--- src/rtl/cu_pkg.sv ---
// Shared constants for the accumulator-processor control unit: control-word layout,
// bus/ALU codes, opcodes, FSM states and instruction classes.
package cu_pkg;

  localparam int unsigned CW_W       = 23;
  localparam int unsigned BUS_W      = 6;
  localparam int unsigned ALU_W      = 2;

  // Control-word bit positions
  localparam int unsigned CW_BUS_LSB = 2;
  localparam int unsigned CW_BUS_MSB = 7;
  localparam int unsigned CW_ALU_LSB = 8;
  localparam int unsigned CW_ALU_MSB = 9;
  localparam int unsigned CW_PC_INC  = 10;
  localparam int unsigned CW_R_LD    = 14;
  localparam int unsigned CW_AR_LD   = 15;
  localparam int unsigned CW_DR_LD   = 16;
  localparam int unsigned CW_AC_LD   = 17;
  localparam int unsigned CW_PC_LD   = 18;
  localparam int unsigned CW_IR_LD   = 19;
  localparam int unsigned CW_DRAM_RD = 20;
  localparam int unsigned CW_DRAM_WR = 21;
  localparam int unsigned CW_AC_SRC  = 22;

  localparam logic [BUS_W-1:0] BUS_NONE = 6'd0;
  localparam logic [BUS_W-1:0] BUS_AR   = 6'd1;
  localparam logic [BUS_W-1:0] BUS_PC   = 6'd2;
  localparam logic [BUS_W-1:0] BUS_IR   = 6'd3;
  localparam logic [BUS_W-1:0] BUS_DR   = 6'd4;
  localparam logic [BUS_W-1:0] BUS_R    = 6'd5;
  localparam logic [BUS_W-1:0] BUS_AC   = 6'd6;
  localparam logic [BUS_W-1:0] BUS_DRAM = 6'd7;
  localparam logic [BUS_W-1:0] BUS_IRAM = 6'd8;

  localparam logic [ALU_W-1:0] ALU_PASS = 2'b00;
  localparam logic [ALU_W-1:0] ALU_ADD  = 2'b01;
  localparam logic [ALU_W-1:0] ALU_SUB  = 2'b10;
  localparam logic [ALU_W-1:0] ALU_INC  = 2'b11;

  localparam logic [7:0] OP_NOP   = 8'h00;
  localparam logic [7:0] OP_LDAC  = 8'h01;
  localparam logic [7:0] OP_STAC  = 8'h02;
  localparam logic [7:0] OP_MVACR = 8'h03;
  localparam logic [7:0] OP_MVRAC = 8'h04;
  localparam logic [7:0] OP_ADD   = 8'h05;
  localparam logic [7:0] OP_SUB   = 8'h06;
  localparam logic [7:0] OP_INAC  = 8'h07;
  localparam logic [7:0] OP_JUMP  = 8'h08;
  localparam logic [7:0] OP_JMPZ  = 8'h09;
  localparam logic [7:0] OP_JPNZ  = 8'h0A;
  localparam logic [7:0] OP_HALT  = 8'hFF;

  typedef enum logic [3:0] {
    S_IDLE, S_FETCH, S_DECODE, S_EXEC, S_ADDR, S_MEMRD,
    S_LDAC2, S_MEMWR, S_JMP, S_SKIP, S_HALT
  } state_t;

  typedef enum logic [3:0] {
    IC_NOP, IC_REG, IC_MEM_RD, IC_MEM_WR, IC_JMP,
    IC_JZ, IC_JNZ, IC_HALT, IC_ILLEGAL
  } iclass_t;

endpackage

--- src/rtl/cu_decode.sv ---
// Combinational opcode classifier feeding the control-unit sequencer.
module cu_decode
  import cu_pkg::*;
#(
  parameter int unsigned OPC_W = 8
) (
  input  logic [OPC_W-1:0] opcode,
  output iclass_t          iclass_c
);

  always_comb begin
    iclass_c = IC_ILLEGAL;
    case (opcode)
      OPC_W'(OP_NOP):   iclass_c = IC_NOP;
      OPC_W'(OP_LDAC):  iclass_c = IC_MEM_RD;
      OPC_W'(OP_STAC):  iclass_c = IC_MEM_WR;
      OPC_W'(OP_MVACR),
      OPC_W'(OP_MVRAC),
      OPC_W'(OP_ADD),
      OPC_W'(OP_SUB),
      OPC_W'(OP_INAC):  iclass_c = IC_REG;
      OPC_W'(OP_JUMP):  iclass_c = IC_JMP;
      OPC_W'(OP_JMPZ):  iclass_c = IC_JZ;
      OPC_W'(OP_JPNZ):  iclass_c = IC_JNZ;
      OPC_W'(OP_HALT):  iclass_c = IC_HALT;
      default:          iclass_c = IC_ILLEGAL;
    endcase
  end

endmodule

--- src/rtl/proc_control_unit.sv ---
// Multi-cycle fetch/decode/execute sequencer driving the 23-bit datapath control word.
// Define CU_ILLEGAL_TRAP_EN to halt on an undefined opcode instead of treating it as NOP.
module proc_control_unit
  import cu_pkg::*;
#(
  parameter int unsigned IR_W  = 16,
  parameter int unsigned OPC_W = 8
) (
  input  logic            clock,
  input  logic            reset_n,
  input  logic            start,
  input  logic [IR_W-1:0] ir,
  input  logic            ac_zero,
  input  logic            mem_ready,
  output logic [CW_W-1:0] control,
  output logic            halted,
  output logic            illegal
);

  state_t           state, state_nx;
  iclass_t          iclass;
  logic [OPC_W-1:0] opcode;
  logic [CW_W-1:0]  cw;
  logic             illegal_set;

  assign opcode  = ir[OPC_W-1:0];
  assign control = cw;

  generate
    if (IR_W > OPC_W) begin : g_ir_hi
      logic ir_hi_unused;
      assign ir_hi_unused = ^ir[IR_W-1:OPC_W];
    end
  endgenerate

  cu_decode #(.OPC_W(OPC_W)) u_decode (
    .opcode   (opcode),
    .iclass_c (iclass)
  );

  // State, halt and sticky illegal registers
  always_ff @(posedge clock or negedge reset_n) begin
    if (!reset_n) begin
      state   <= S_IDLE;
      halted  <= 1'b0;
      illegal <= 1'b0;
    end else begin
      state  <= state_nx;
      halted <= (state_nx == S_HALT);
      if (illegal_set) illegal <= 1'b1;
    end
  end

  // Next state and control word; control depends on mem_ready only in the memory states
  always_comb begin
    state_nx    = state;
    cw          = '0;
    illegal_set = 1'b0;
    case (state)
      S_IDLE: if (start) state_nx = S_FETCH;
      S_FETCH: begin
        cw[CW_BUS_MSB:CW_BUS_LSB] = BUS_IRAM;
        cw[CW_IR_LD]              = 1'b1;
        cw[CW_PC_INC]             = 1'b1;
        state_nx                  = S_DECODE;
      end
      S_DECODE: begin
        case (iclass)
          IC_NOP:               state_nx = S_FETCH;
          IC_REG:               state_nx = S_EXEC;
          IC_MEM_RD, IC_MEM_WR: state_nx = S_ADDR;
          IC_JMP:               state_nx = S_JMP;
          IC_JZ:                state_nx = ac_zero ? S_JMP : S_SKIP;
          IC_JNZ:               state_nx = ac_zero ? S_SKIP : S_JMP;
          IC_HALT:              state_nx = S_HALT;
          default: begin
            illegal_set = 1'b1;
`ifdef CU_ILLEGAL_TRAP_EN
            state_nx    = S_HALT;
`else
            state_nx    = S_FETCH;
`endif
          end
        endcase
      end
      S_EXEC: begin
        state_nx = S_FETCH;
        case (opcode)
          OPC_W'(OP_MVACR): begin
            cw[CW_BUS_MSB:CW_BUS_LSB] = BUS_AC;
            cw[CW_R_LD]               = 1'b1;
          end
          OPC_W'(OP_MVRAC): begin
            cw[CW_BUS_MSB:CW_BUS_LSB] = BUS_R;
            cw[CW_AC_LD]              = 1'b1;
          end
          OPC_W'(OP_ADD): begin
            cw[CW_BUS_MSB:CW_BUS_LSB] = BUS_R;
            cw[CW_ALU_MSB:CW_ALU_LSB] = ALU_ADD;
            cw[CW_AC_LD]              = 1'b1;
            cw[CW_AC_SRC]             = 1'b1;
          end
          OPC_W'(OP_SUB): begin
            cw[CW_BUS_MSB:CW_BUS_LSB] = BUS_R;
            cw[CW_ALU_MSB:CW_ALU_LSB] = ALU_SUB;
            cw[CW_AC_LD]              = 1'b1;
            cw[CW_AC_SRC]             = 1'b1;
          end
          OPC_W'(OP_INAC): begin
            cw[CW_BUS_MSB:CW_BUS_LSB] = BUS_R;
            cw[CW_ALU_MSB:CW_ALU_LSB] = ALU_INC;
            cw[CW_AC_LD]              = 1'b1;
            cw[CW_AC_SRC]             = 1'b1;
          end
          default: cw[CW_BUS_MSB:CW_BUS_LSB] = BUS_NONE;
        endcase
      end
      S_ADDR: begin
        cw[CW_BUS_MSB:CW_BUS_LSB] = BUS_IRAM;
        cw[CW_AR_LD]              = 1'b1;
        cw[CW_PC_INC]             = 1'b1;
        state_nx                  = (iclass == IC_MEM_WR) ? S_MEMWR : S_MEMRD;
      end
      S_MEMRD: begin
        cw[CW_BUS_MSB:CW_BUS_LSB] = BUS_DRAM;
        cw[CW_DRAM_RD]            = 1'b1;
        if (mem_ready) begin
          cw[CW_DR_LD] = 1'b1;
          state_nx     = S_LDAC2;
        end
      end
      S_LDAC2: begin
        cw[CW_BUS_MSB:CW_BUS_LSB] = BUS_DR;
        cw[CW_AC_LD]              = 1'b1;
        state_nx                  = S_FETCH;
      end
      S_MEMWR: begin
        cw[CW_BUS_MSB:CW_BUS_LSB] = BUS_AC;
        cw[CW_DRAM_WR]            = 1'b1;
        if (mem_ready) state_nx = S_FETCH;
      end
      S_JMP: begin
        cw[CW_BUS_MSB:CW_BUS_LSB] = BUS_IRAM;
        cw[CW_PC_LD]              = 1'b1;
        state_nx                  = S_FETCH;
      end
      S_SKIP: begin
        cw[CW_PC_INC] = 1'b1;
        state_nx      = S_FETCH;
      end
      S_HALT:  state_nx = S_HALT;
      default: state_nx = S_IDLE;
    endcase
  end

endmodule

--- config.mk ---
export PLATFORM = sky130hd
export DESIGN_NAME = proc_control_unit
export DESIGN_NICKNAME = d
export VERILOG_FILES = /design/src/rtl/cu_pkg.sv /design/src/rtl/cu_decode.sv /design/src/rtl/proc_control_unit.sv
export SDC_FILE = /design/constraint.sdc
export NUM_CORES = 1
export LEC_CHECK = 0
export ABC_AREA = 1
export CORE_MARGIN = 2
export CORE_UTILIZATION = 35
export CTS_BUF_LIST = sky130_fd_sc_hd__clkbuf_4 sky130_fd_sc_hd__clkbuf_8
export DETAILED_ROUTE_END_ITERATION = 7
export HOLD_SLACK_MARGIN = 0.05
export PLACE_DENSITY = 0.76
export SLEW_MARGIN = 20
export SYNTH_ARGS = -nofsm -noshare
export SYNTH_HDL_FRONTEND = slang
export SYNTH_SLANG_ARGS = --single-unit
export TNS_END_PERCENT = 100
--- constraint.sdc ---
create_clock -name clock -period 2.6 [get_ports clock]
set_input_delay 0.65 -clock clock [delete_from_list [all_inputs] [get_ports clock]]
set_output_delay 0.65 -clock clock [all_outputs]
set_load 0.005 [all_outputs]
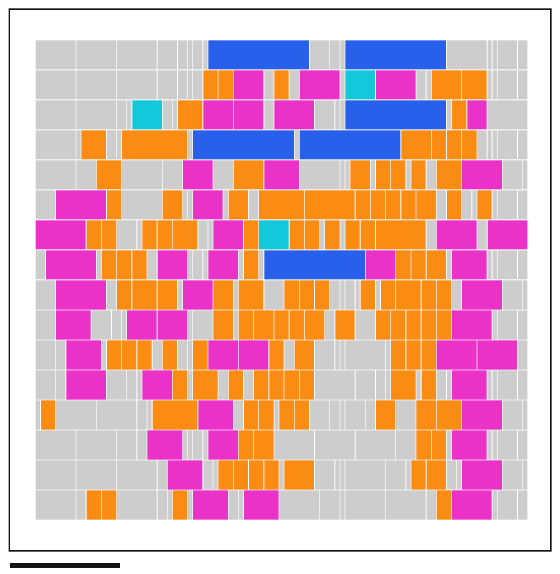
Run 1: placed cells, one color a class
The bar under the picture is 10 um long. Fill, decap, tap and diode cells in gray.
| color | class | cells |
|---|---|---|
| magenta | remaining buffers and delay cells | 46 |
| blue | sequential cells | 6 |
| cyan | clock drivers | 3 |
| orange | combinational and other logic | 119 |
Final Cell Area: 1175 sq um
Seq area share: 12.78%
Core Util, Final: 60.50%

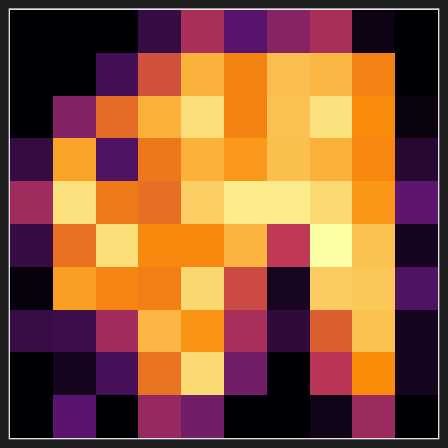
Run 1: placement density heat map
10 x 10 tiles, from black (low) to pale yellow (high), 0 to 100% covered.
densest ninth of the die: center
tiles over 75% full: 30%
fullest tile: 100%
emptiest ninth of the die: north-west

==> CHANGELOG.md, run 1 <==
### Changed

- Status: finished clean
- RSZ-0062 raised after global routing: false
- Sequential cell area: roughly 150 sq um
- Biggest regs: state: 4 flops, halted: 1 flops, illegal: 1 flops
- Comb power: about 280 uW
- Vias: about 920
- Layout area overhead: 66.20%
- DIE AREA: 2395 sq um
- Clock Tree Buf Depth: 2
- MI comb area: 471.7 sq um
- Final hold vios: 0
- Crit-path max cell delay: around 0.52 ns
- FMAX: just over 400 MHz
- Synth area leader: dfrtp_1
- Top_reg_cell synth: dfrtp_1
- YS chip area: between 700 and 800 sq um
- Final worst path period need: ~2.5 ns
- Seq. pwr: around 130 uW
- Post-synth EDFFs: 0
- R2R setup slack: approximately 1.4 ns
- Tool warnings: 34
- Post-CTS Setup Bufs: 4
- Slew Viols, Final: 0
- Hold path depth: 1
- CP Depth: 7
- Post-route antenna net violation count: 0
- Lkg Pwr: 0.0007390 uW
- Flop pwr share: between 20% and 30%
- Routed wire length on met3: between 100 and 150 um
- Drt via density: ~4.6
- PortBufs: 30
- Top cell category: combinational gates
- FP Util: a little over a third
- Worst Hold Class: flop to flop
- Commonest cells in the netlist: nand2_1, nor2_1, inv_1, nand3_1, buf_4
- Clk latency late pin: roughly 0.25 ns
- #FFs+latches synth: 6
- Most numerous logic cells after layout: nand2_1, inv_1, nor2_1, buf_4, clkdlybuf4s50_1
- # resized after CTS: 19
- Clock transition at path regs: roughly 0.05 ns
- Startpoint Class: flop
- Final-layout clock-cell area share: 1.917%
- Final GP Congestion: between 0.8 and 0.9
- CTS H-tree lvls: 1
- Pwr top: combinational cells
- Hold Crit Start: illegal
- Clkbuf count: 3
- Met2 WL post-DR: between 1 and 1.5 mm
- Signal buffers: ~46
- Synth async-reset ratio: 100.0%
- Critical Path AT: around 1.8 ns
- M3 GR Usage: under 10%
- Most common cell type on the critical path: inv_1
- Final setup fails: 0
- Psw: 214.6 uW
- Top-count cell post-synth: nand2_1
- M1 GR Usage: a little under a fifth
- Area leader share: 21.24%
- Setup TNS: 0 ns
- CP Class: flop to output port
- Filler Cell Count: about 200
- Max VDD drop: approximately 0.25 mV
- Non-clk invs: 22
- Largest net degree at the start of global routing: 7
- DP HPWL: 1.707 mm
- Wire per inst: 10.12 um
- Most frequent logic cell in the layout: nand2_1
- WL met1: 754 um
- Tap Cells: 27
- Die width: approximately 50 um
- First-pass GRT wire length: ~3.4 mm
- Flip-flops: 6
- R2r worst-path depth: 7
- CTS tree: yes
- DIE HEIGHT: about 49 um
- Dpl cell area: approximately 1100 sq um
- Distinct lib cells used: 21
- Cts hold-fix bufs: 0
- Clock buffer count from CTS: 3
- GR Util met2: 36.07%
- Ratio of cells with drive above 1 in the final layout: between 20% and 30%
- Pwr Density: around 420 nW/um^2
- GRT Util Overall: between 10% and 20%
- Combinational share of power: a little under three fifths
- I/O pin total: 46
- Yosys warns: 0
- Switching Share: about 43%
- Max FFs per register: 4
- Hold EP: illegal
- Top area cell types: dfrtp_1, nand2_1, nor2_1
- Syn_area_per_cell: ~5.6 sq um
- Setup crit end: control[10]
- WL final: approximately 2.0 mm
- Int Power: between 200 and 300 uW
- Std cell rows: 16
- Initial antenna violation count: 0
- Crit share post-route: a little over nine tenths
- Fraction of area in multi-input gates: 40.15%
- Starting DRT DRC Count: 25
- Top Metal Used: met4
- Clock group total power: between 80 and 90 uW
- Ys cells: 126
- Max_cap viols: 0
- Clock sink count: 6
- Highest-delay cell along the critical path: clkdlybuf4s50_1
- Router iterations before antenna repair: 4
- Largest register by flop count: state
- Worst Path Buf+Inv: 4
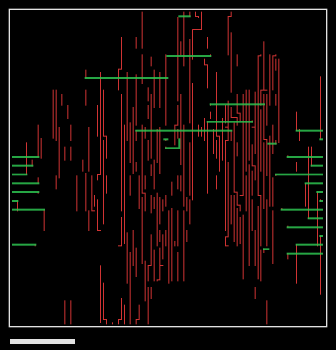
Run 1: wiring by layer
The bar under the picture is 10 um long. Two of the layers only.
| color | layer | wire length |
|---|---|---|
| green | metal 3 | 127 um |
| red | metal 2 | 1,110 um |

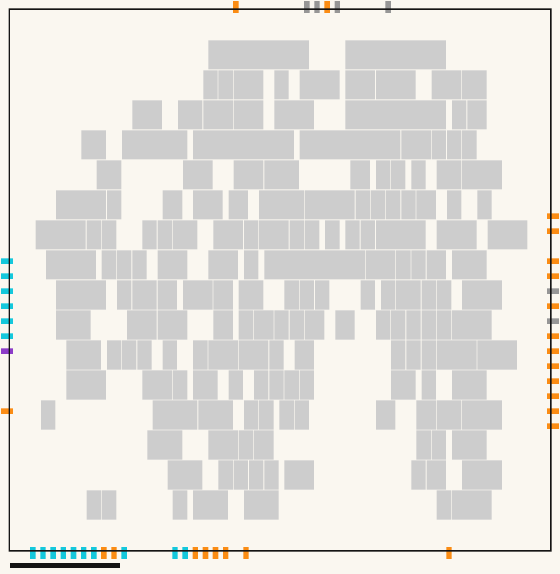
Run 1: pin placement
The bar under the picture is 10 um long. Pins as bars across the die edge, other pins in gray.
| color | port | pins | direction | edge |
|---|---|---|---|---|
| cyan | `ir` | 16 | input | 10 south, 6 west |
| purple | `ac_zero` | 1 | input | west |
| orange | `control` | 23 | output | 12 east, 8 south, 2 north, 1 west |
all pins by edge: 18 south, 14 east, 8 west, 6 north

==> run 1: stage by stage <==
| step | worst slack (ns) | util, % | hold WS (ns) |
|---|---|---|---|
| finish | 0.1378 | 60.50 | 0.4797 |
| global route | 0.03822 | 60.50 | 0.5208 |
| detailed placement | -0.2904 | 56.70 | 0.4659 |
| floorplan | 0.7291 | - | 0.3544 |
| CTS | 0.009921 | 59.09 | 0.4803 |
| global placement | -0.2591 | 56.70 | 0.4734 |
==> run 1: logic make-up (layout without fill, tap and decap cells) <==
group | count (synthesis) | in the layout | synth area share, %
flip-flops | 6 | 6 | 21.24
other | 1 | 7 | 0.5305
buffers and inverters | 29 | 71 | 19.47
AND/OR/NAND/NOR | 81 | 81 | 50.27
AND-OR/OR-AND | 9 | 9 | 8.496
Run 1, routing congestion:
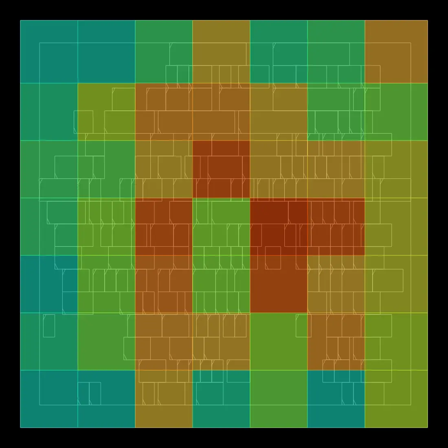

==> inputs of run 2 (changes only) <==
--- a/config.mk
+++ b/config.mk
@@ -7,11 +7,11 @@
 export LEC_CHECK = 0
 export ABC_AREA = 1
 export CORE_MARGIN = 2
-export CORE_UTILIZATION = 35
+export CORE_UTILIZATION = 33
 export CTS_BUF_LIST = sky130_fd_sc_hd__clkbuf_4 sky130_fd_sc_hd__clkbuf_8
 export DETAILED_ROUTE_END_ITERATION = 7
 export HOLD_SLACK_MARGIN = 0.05
-export PLACE_DENSITY = 0.76
+export PLACE_DENSITY = 0.75
 export SLEW_MARGIN = 20
 export SYNTH_ARGS = -nofsm -noshare
 export SYNTH_HDL_FRONTEND = slang
==> constraint.sdc (replaced) <==
create_clock -name clock -period 2.25 [get_ports clock]
set_input_delay 0.5625 -clock clock [delete_from_list [all_inputs] [get_ports clock]]
set_output_delay 0.5625 -clock clock [all_outputs]
set_load 0.005 [all_outputs]
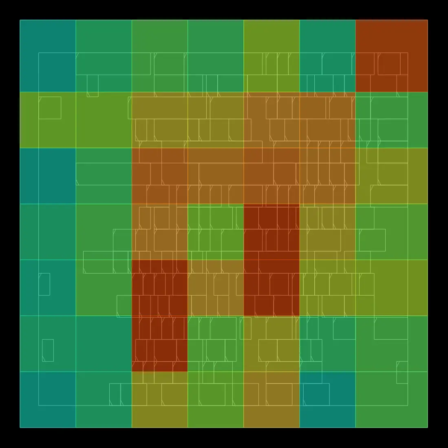
Run 2: routing congestion
GRT Util Overall: 17.64%
GR Util met2: 31.58%
Core Util, Final: 62.37%
M1 GR Usage: 20.63%
wire per inst: 11.09 um

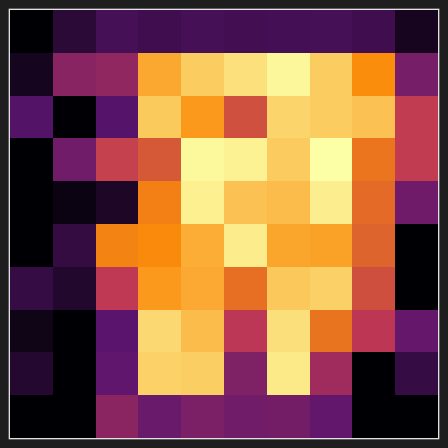
Run 2: placement density heat map
10 x 10 tiles, from black (low) to pale yellow (high), 0 to 100% covered.
fullest tile: 100%
nearly empty tiles: 14%
mean over tiles: 48%
Core ar.: 1982 sq um
FP Util: 35.67%

==> run 2 against run 1 <==
  * The run now ends with setup timing left
  * Worst hold slack improved by 0.0083 ns
  * First-iteration DRC count fell by 48%
  * Critical path depth did not move
  * Synthesized area did not move
  * Total power rose by 23%
  * Sequential power rose by 21%
  * Clock-buffer cell count did not move
  * Global-route usage fell by 0.67 points
  * Synthesized cell count did not move
  * Via count rose by 3.9%
  * Combinational power rose by 27%
  * Largest power group unchanged
==> CHANGELOG.md, run 2 <==
### Changed

- Status: finished with violations
- Failing checks: setup timing
- Switching Share: 43.87% (+0.72 points)
- Post-Place Worst Slack: -0.4332 ns (-0.1428 ns)
- Adder-cell area share of the yosys netlist: 0% (unchanged)
- Max VDD drop: 0.3792 mV (+52%)
- RSZ-0062 raised after global routing: true
- Final hold vios: 0 (unchanged)
- Ratio of cells with drive above 1 in the final layout: 29.94% (+8.7 points)
- First-pass GRT wire length: 3.443 mm (+1.2%)
- Top-count cell post-synth: nand2_1
- Vias: 954 (+3.9%)
- Psw: 268.8 uW (+25%)
- Filler Cell Count: 160 (-19%)
- Router iterations before antenna repair: 6 (+2)
- Most frequent logic cell in the layout: nand2_1
- Remaining global-route overflow: 0
- Synth async-reset ratio: 100.0% (unchanged)
- Highest-delay cell along the critical path: clkdlybuf4s50_1
- Slew Viols, Final: 0 (unchanged)
- Post-route setup slack: -0.04397 ns (-0.1818 ns)
- Final GP Congestion: 0.8374 (-0.13%)
- Area leader share: 21.24% (unchanged)
- Clock group total power: 98.6 uW (+13%)
- Post-CTS Setup Bufs: 3 (-1)
- CTS tree: yes
- Commonest cells in the netlist: nand2_1, nor2_1, inv_1, nand3_1, buf_4
- Largest net degree at the start of global routing: 8 (+1)
- R2r endpoint: halted
- Clock Tree Buf Depth: 2 (unchanged)
- Routed wire length on met3: 127 um (+0.79%)
- Most numerous logic cells after layout: nand2_1, inv_1, buf_4, nor2_1, dlygate4sd2_1
- Distinct lib cells used: 21 (unchanged)
- Drt via density: 4.676 (+2.4%)
- Post-route antenna net violation count: 0 (unchanged)
- Int Power: 343.9 uW (+22%)
- Flop pwr share: 24.9% (-0.5 points)
- Final worst path period need: roughly 2.3 ns
- Std cell rows: 16 (unchanged)
- I/O pin total: 46 (unchanged)
- Syn_area_per_cell: 5.611 sq um (unchanged)
- Clock sink count: 6 (unchanged)
- Max_cap viols: 0 (unchanged)
- CP Class: primary input to output port
- Worst Hold Slack: 0.4880 ns (+0.008260 ns)
- PortBufs: 30 (unchanged)
- MI comb area: 505.5 sq um (+7.2%)
- Hold path depth: 1 (unchanged)
- Critical Path AT: 1.73 ns (-0.08 ns)
- Crit-path max cell delay: 0.49 ns (-0.03 ns)
- Synth Area in XOR/XNOR: 0% (unchanged)
- FMAX: 435.9 MHz
- #FFs+latches synth: 6 (unchanged)
- Starting DRT DRC Count: 13 (-48%)
- Initial antenna violation count: 0 (unchanged)
- Final setup fails: 2 (+2)
- DIE AREA: 2529 sq um (+5.6%)
- YS chip area: 706.9 sq um (unchanged)
- Layout area overhead: 74.87%
- Pwr top: combinational cells
- Clk latency late pin: 0.24 ns (about the same)
- Comb power: 362 uW (+27%)
- Crit share post-route: 102.0%
- Worst Hold Class: flop to flop
- Clock buffer count from CTS: 3 (unchanged)
- Top Metal Used: met4
- Yosys warns: 0 (unchanged)
- Most common cell type on the critical path: nand2_1
- Top area cell types: dfrtp_1, nand2_1, nor2_1
- Largest register by flop count: state
- M3 GR Usage: 4.167% (+0.18 points)
- Simple share: 50.27% (unchanged)
- Met2 WL post-DR: 1.173 mm (+6.2%)
- Lkg Pwr: 0.0007426 uW (+0.48%)
- Biggest regs: state: 4 flops, halted: 1 flops, illegal: 1 flops
- # resized after CTS: 27 (+8)
- WL met1: 945 um (+25%)
- Hold Crit Start: illegal
- Tool warnings: 36 (+5.9%)
- R2r worst-path depth: 10 (+3)
- Synth area leader: dfrtp_1
- Post-synthesis mux area share: 0% (unchanged)
- Max FFs per register: 4 (unchanged)
- Setup crit end: control[2]
- Seq. pwr: 152 uW (+21%)
- DIE HEIGHT: 50.29 um (+2.7%)
- Final Cell Area: 1236 sq um (+5.2%)
- Startpoint Class: primary input
- Ys cells: 126 (unchanged)
- Sequential cell area: 153.9 sq um (+2.5%)
- Complex Gates by Area: 8.496% (unchanged)
- Combinational share of power: 59.1% (+1.9 points)
- Post-synth EDFFs: 0 (unchanged)
- Pwr Density: 495.6 nW/um^2 (+17%)
- CTS H-tree lvls: 1 (unchanged)
- Top_reg_cell synth: dfrtp_1
- Cts hold-fix bufs: 0 (unchanged)
- Die width: 50.29 um (+2.7%)
- Dominant comb cell: simple AND/OR/NAND/NOR gates
[run 2: netlist changes by cell type in the layout (fill, tap and decap cells not counted), moves of 2 or more]
cell	before	now
buf_4	16	18
clkdlybuf4s15_2	0	2
clkdlybuf4s50_1	14	11
dfrtp_1	6	3
dfrtp_2	0	3
dlygate4sd2_1	11	13
inv_1	20	18
inv_2	1	3
nand2_1	35	33
nand2_2	3	5
nor2_1	19	15
nor2_4	0	4
[run 2: layout make-up]
cell class / count / share of cell area (%)
inverters: 22 / 6.883
clock buffers: 3 / 1.822
flip-flops and latches: 6 / 12.45
well taps: 27 / 2.733
multi-input cells: 97 / 40.89
repair buffers: 49 / 35.22
[run 2: worst max-delay path: cells and delay by family]
kind          cells  cell delay, ns
buf+inv           3            0.83
simple gates      4            0.34
Run 2, pin placement:
The bar under the picture is 20 um long. Pins as bars across the die edge, other pins in gray.
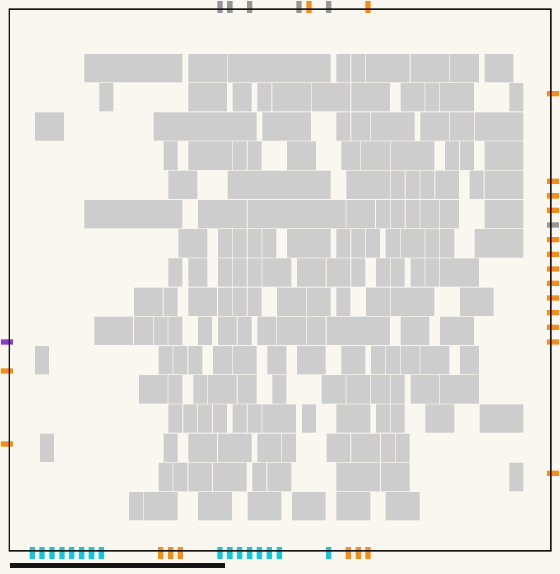

==> inputs of run 3 (changes only) <==
--- a/config.mk
+++ b/config.mk
@@ -6,12 +6,16 @@
 export NUM_CORES = 1
 export LEC_CHECK = 0
 export ABC_AREA = 1
+export CELL_PAD_IN_SITES_DETAIL_PLACEMENT = 0
+export CELL_PAD_IN_SITES_GLOBAL_PLACEMENT = 1
+export CORE_ASPECT_RATIO = 1.75
 export CORE_MARGIN = 2
-export CORE_UTILIZATION = 33
+export CORE_UTILIZATION = 21
 export CTS_BUF_LIST = sky130_fd_sc_hd__clkbuf_4 sky130_fd_sc_hd__clkbuf_8
 export DETAILED_ROUTE_END_ITERATION = 7
+export GPL_ROUTABILITY_DRIVEN = 0
 export HOLD_SLACK_MARGIN = 0.05
-export PLACE_DENSITY = 0.75
+export PLACE_DENSITY = 0.77
 export SLEW_MARGIN = 20
 export SYNTH_ARGS = -nofsm -noshare
 export SYNTH_HDL_FRONTEND = slang
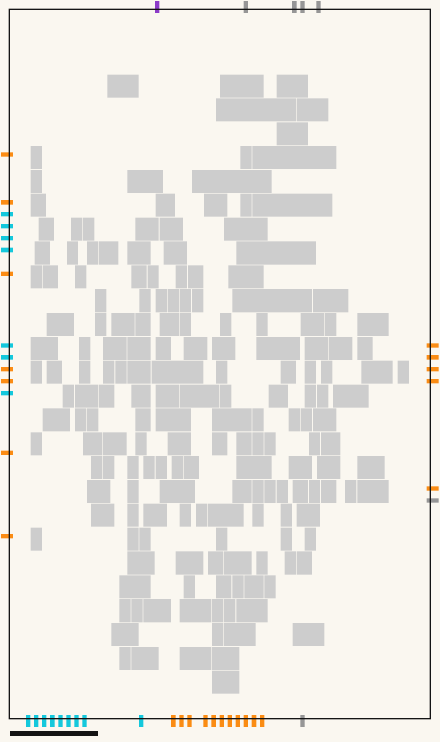
Run 3: pin placement
The bar under the picture is 10 um long. Pins as bars across the die edge, other pins in gray.
| color | port | pins | direction | edge |
|---|---|---|---|---|
| purple | `ac_zero` | 1 | input | north |
| cyan | `ir` | 16 | input | 9 south, 7 west |
| orange | `control` | 23 | output | 11 south, 7 west, 5 east |
all pins by edge: 21 south, 14 west, 6 east, 5 north
die width: 47.86 um
DIE HEIGHT: 80.76 um

==> run 3 against run 2 <==
  * The run now ends clean
  * Sequential share of layout area down 0.46 points
  * Routed wire length up 2.1%
  * Register-to-register slack better by 0.04 ns
  * Setup slack better by 0.11 ns
  * First-iteration DRC count down 31%
  * Largest cell class unchanged
  * Sequential power up 4%
  * Via count up 0.21%
  * Worst hold slack worse by 0.012 ns
  * Maximum frequency up 5.1%
==> CHANGELOG.md, run 3 <==
### Changed

- Status: finished clean
- Clock buffer count from CTS: 3 (unchanged)
- CTS tree: yes
- Synth async-reset ratio: 100.0% (unchanged)
- Comb gates: 97 (unchanged)
- Int Power: 409.5 uW (+19%)
- Top_reg_cell synth: dfrtp_1
- Switching Share: 41.44% (-2.4 points)
- Final setup fails: 0 (-2)
- Ratio of cells with drive above 1 in the final layout: 28.89% (-1.1 points)
- Largest net degree at the start of global routing: 7 (-1)
- FP Util: 22.26% (-13 points)
- Core ar.: 3176 sq um (+60%)
- Seq area share: 11.99% (-0.46 points)
- Layout area overhead: 78.58%
- Area leader share: 21.24% (unchanged)
- Biggest regs: state: 4 flops, halted: 1 flops, illegal: 1 flops
- Tap Cells: 43 (+59%)
- Most frequent logic cell in the layout: nand2_1
- Clkbuf count: 3 (unchanged)
- Commonest cells in the netlist: nand2_1, nor2_1, inv_1, nand3_1, buf_4
- Crit-path max cell delay: 0.51 ns (+0.02 ns)
- Pwr Density: 554.0 nW/um^2 (+12%)
- Top delay family on crit path: buffers and inverters
- Worst Path Buf+Inv: 3 (unchanged)
- Worst Hold Slack: 0.4759 ns (-0.01209 ns)
- Critical Path AT: 1.62 ns (-0.11 ns)
- Met2 WL post-DR: 1.403 mm (+20%)
- Syn_area_per_cell: 5.611 sq um (unchanged)
- Synth area leader: dfrtp_1
- CTS H-tree lvls: 1 (unchanged)
- WL met1: 798 um (-16%)
- Std cell rows: 27 (+11)
- Flop pwr share: 22.7% (-2.2 points)
- Final worst path period need: 2.182 ns (-0.1117 ns)
- Final Cell Area: 1262 sq um (+2.1%)
- Ys cells: 126 (unchanged)
- Largest register by flop count: state
- Max VDD drop: 0.1984 mV (-48%)
- First-pass GRT wire length: 3.732 mm (+8.4%)
- Distinct lib cells used: 21 (unchanged)
- PortBufs: 30 (unchanged)
- Setup crit end: control[19]
- Post-synth EDFFs: 0 (unchanged)
- YS chip area: 706.9 sq um (unchanged)
- DIE AREA: 3865 sq um (+53%)
- Pwr Total: approximately 700 uW
- Final-layout clock-cell area share: 3.271% (+1.4 points)
- Highest-delay cell along the critical path: clkdlybuf4s50_1
- FMAX: 458.2 MHz (+5.1%)
- Worst Hold Class: flop to flop
- Post-CTS Setup Bufs: 8 (+5)
- Psw: 289.8 uW (+7.8%)
- Routed wire length on met3: 64 um (-50%)
- Most numerous logic cells after layout: nand2_1, buf_4, inv_1, nor2_1
- MI comb area: 505.5 sq um (unchanged)
- Sequential cell area: 151.4 sq um (-1.6%)
- Signal buffers: 52 (+6.1%)
- Max FFs per register: 4 (unchanged)
- Clock sink count: 6 (unchanged)
- Startpoint Class: flop
- R2r endpoint: halted
- Seq. pwr: 158 uW (+4%)
- Fraction of area in multi-input gates: 40.04% (-0.85 points)
- Remaining global-route overflow: 0 (unchanged)
- Clock Tree Buf Depth: 2 (unchanged)
- Top Metal Used: met4
- Top area cell types: dfrtp_1, nand2_1, nor2_1
- Netlist area before placement: 706.9 sq um
- Clk latency late pin: 0.22 ns (-0.02 ns)
- Flip-flops: 6 (unchanged)
- Initial antenna violation count: 0 (unchanged)
- Fin nets: 203
- Comb power: 380 uW (+5%)
- Starting DRT DRC Count: 9 (-4)
- Top cell category: combinational gates
- Lkg Pwr: 0.0007446 uW (+0.28%)
- Top-count cell post-synth: nand2_1
- Vias: 956 (+0.21%)
- Tool warnings: 34 (-5.6%)
- Cts hold-fix bufs: 0 (unchanged)
- Hold Crit Start: illegal
- Pwr top: combinational cells
- GRT Util Overall: 13.22% (-4.4 points)
- Non-clk invs: 22 (unchanged)
- I/O pin total: 46 (unchanged)
- R2r worst-path depth: 10 (unchanged)
- Filler Cell Count: 380 (+140%)
- Yosys warns: 0 (unchanged)
- Crit share post-route: 96.99% (-5.0 points)
- Post-route antenna net violation count: 0 (unchanged)
- Slew Viols, Final: 0 (unchanged)
- CP Depth: 5 (-2)
- Final hold vios: 0 (unchanged)
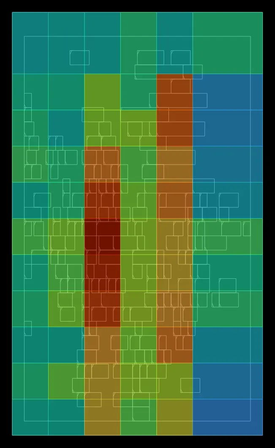
Run 3: routing congestion
GR Util met2: 26.13%
M1 GR Usage: 12.08%
M3 GR Usage: 0.6667%
wire per inst: 10.36 um
Core Util, Final: 39.76%

## run 3: through the flow
stage                     util [%]  setup WS, ns
after floorplan                  -        0.5541
after global placement       35.78       -0.4215
after detailed placement     35.78       -0.4548
after CTS                    39.40       0.03849
after global routing         39.76      -0.02093
final                        39.76       0.06776
## run 3: cells by family after synthesis
logic type | synth area share [%]
AND-OR/OR-AND | 8.496
other | 0.5305
AND/OR/NAND/NOR | 50.27
flip-flops | 21.24
buffers and inverters | 19.47
## run 3: worst min path at each step
stage          endpoint  slack, ns  cells past startpoint
4_1_cts         illegal       0.48                      1
6_report        illegal       0.48                      1
2_1_floorplan    halted       0.27                      0
3_5_place_dp    illegal       0.47                      1
3_3_place_gp    illegal       0.48                      1
5_1_grt         illegal       0.49                      1
Power is estimated from default activity; no workload was simulated.
